==> config.mk <==
export PLATFORM = sky130hd
export DESIGN_NAME = axis_pkt_gen
export DESIGN_NICKNAME = d
export VERILOG_FILES = /design/src/rtl/axis_pkt_gen.sv
export SDC_FILE = /design/constraint.sdc
export NUM_CORES = 1
export LEC_CHECK = 0
export CORE_ASPECT_RATIO = 1.1
export CORE_MARGIN = 4
export CORE_UTILIZATION = 45
export DETAILED_ROUTE_END_ITERATION = 12
export GPL_TIMING_DRIVEN = 0
export PLACE_DENSITY = 0.73
export SLEW_MARGIN = 20
export SYNTH_ARGS = -nofsm -noshare
export SYNTH_HDL_FRONTEND = slang
export SYNTH_SLANG_ARGS = --single-unit
==> constraint.sdc <==
create_clock -name clk -period 2.5 [get_ports clk]
set_input_delay 0.25 -clock clk [delete_from_list [all_inputs] [get_ports clk]]
set_output_delay 0.25 -clock clk [all_outputs]
set_load 0.1 [all_outputs]
port_nets.png
Scale: 3 px per um.
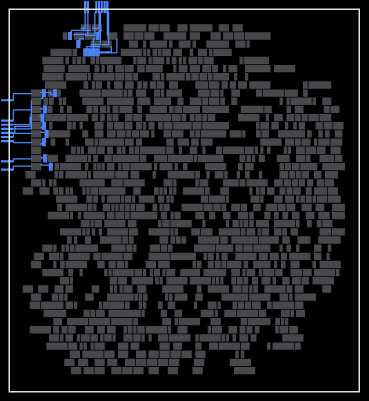
cfg_num_pkts -> blue  # direction input, edge 9 west, 7 north, end cells 16, buffers 16, wire 235 um
I/O Pins: 97
Port Buffers: 96

clock_map.png
Scale: 4 px per um.
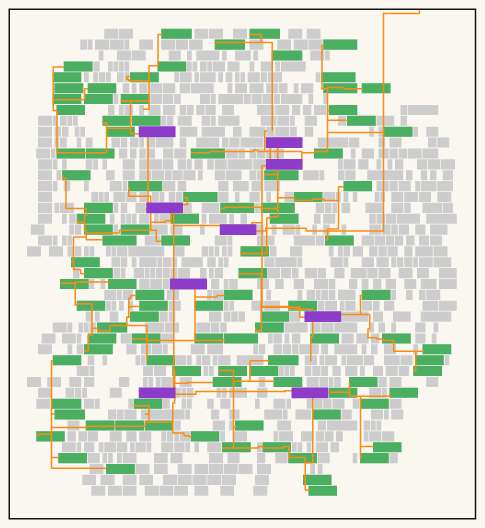
flip-flops -> green  # count 103
cells driving clock nets -> purple  # count 9
clock wires -> orange  # length 1230 um
flops lie = spread over the die
Layout Skew: 4.54 ps
Clock Latency Late Sink: 350 ps
Clk pwr share: 35.8%
clk pwr: 1.46 mW

met2.png
Scale: 4 px per um. Cells faint in the background.
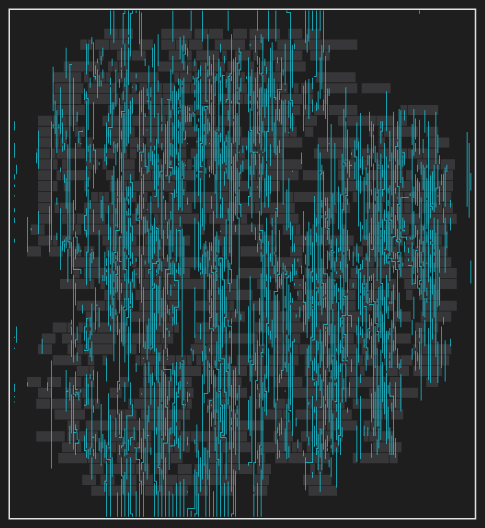
nets with wire on the layer = 808
wire length on this layer = 9230 um
wirelength, routed: 18300 um
met2 track demand over resource: 41.5%

final_clocks.png
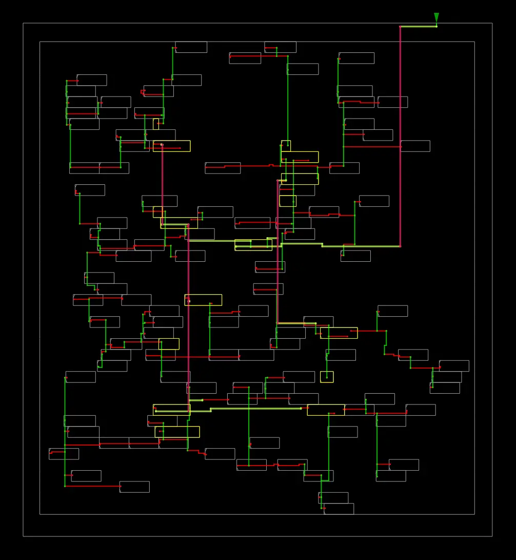
Clock Sink Count: 103
clk_buf instances: 11
Seq cells: 103
CTS buffer count: 9

cell_classes.png
Scale: 3 px per um. Fill, decap, tap and diode cells in grey.
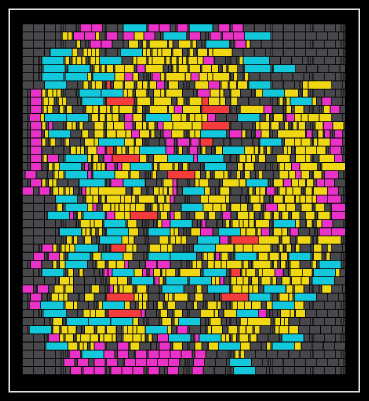
all other logic -> yellow  # cells 585, share of their area 50%
other buffers and delay cells -> magenta  # cells 164, share of their area 18%
clock drivers and dummy loads -> red  # cells 16, share of their area 4.0%
flip-flops -> cyan  # cells 103, share of their area 27%
Finished Core Util: 62.7%
core area: 12600 um^2
Row Count: 43
Final Cell Area: 7890 um^2
fraction of area in registers: 26.8%

==> flow_summary.ini <==
; physical design summary
[cts]
cts-root-buf = clkbuf_16
cts_buffer_depth = 2
clk_pin_slew_worst_paths_ps = 70
htreeDepth = 3
cts_setup_buffers = 12
cts_resized = 62
cts_tree = yes
holdBufCountCts = 0

[yosys]
ys_sh_xor_pct = 12.7
ys_sh_aoi_pct = 15.6
ys_sh_simple_pct = 29.9
syn_inst = 729
yosysWarnings = 0
edf_count = 0
yosysTopAreaCellShare_pct = 35.6
logic_family = simple AND/OR/NAND/NOR gates
ys_ff = 103
syn-mean-instance-area_um2 = 7.94
netlist_area_um2 = 5790
ys_area_um2 = 5790
synthTopCellsByArea = dfxtp_1 36%, xnor2_1 6.4%, xor2_1 6.4%, nor2_1 6.1%, nand2_1 5.6%
ys_types = 68
ys_top_cells_by_count = 103 x dfxtp_1, 94 x nor2_1, 87 x nand2_1, 45 x a21oi_1
synth-seq-area-share_pct = 35.6
synth_nets = 797
yosys_cells = 729
mux_share_pct = 0.346

[route]
wl_per_cell_um = 17.9
drtIter0Drc = 428
final_antenna_net_count = 0
dr_wl_met2_um = 9230
dr.pass1.iters = 5
wl_met3_um = 915
vias_per_cell = 5.84
num_vias = 5985

[run]
max-cap-violations = 0

[critical_path]
critPathRequiredTime_ps = 2790
cp-start-kind = primary input
critical-path-max-stage-delay_ps = 560
critPathBufInv = 3
crit_fanout = 10
end_kind = flip-flop
cp_slowest_cell = clkdlybuf4s50_1
r2r_slack_ps = 40
path_depth = 9

[status]
outcome = complete, no violations

[finish]
comb_area_share_pct = 48.4
comb_cells = 571
num-fill-cells = 1076
lay_top_count = nor2_1
n_all_buffers = 164
layout.nets = 931
drive_gt1_share_pct = 17.3
layout.cells.non_filler = 1025
diodes = 0
lay_top_cells = 93 x nor2_1, 84 x nand2_1, 84 x dfxtp_1
logic_area_um2 = 3820
buffer_area_share_pct = 17.7

[global_routing]
groute.usage.overall_pct = 23.8
grt_max_degree = 18
use_met3_pct = 3.65
antenna_found_initial = 0

[sta]
relSlewSlack_pct = 33.6
max_freq_ghz = 0.406
finalSetupTns_ps = 0
period_needed_ps = 2470
max_slew.worst_pin.slew_ps = 992
rsz0062_at_grt = yes
fin_crit_sh_pct = 98.6
hold_violations = 0

[pwr]
switchingPower_mw = 1.24
p_leak_nw = 2.83
vdd_drop_max_mv = 0.297
power.internal_mw = 2.84
sequentialPowerShare_pct = 43.4
switching_share_pct = 30.3
pg_comb_mw = 0.846
p_comb_share_pct = 20.8

[worst_hold_path]
holdPathStages = 4

[placed_design]
place.gp.congestion = 0.953
place_area_um2 = 7040
dp.cells = 982
hpwlAfterDp_um = 13100

[floorplanning]
die-area_um2 = 14800
n_tap_cell = 157
fp_util_pct = 46.0
No activity file was given, so power comes from the tool's default toggle rates.
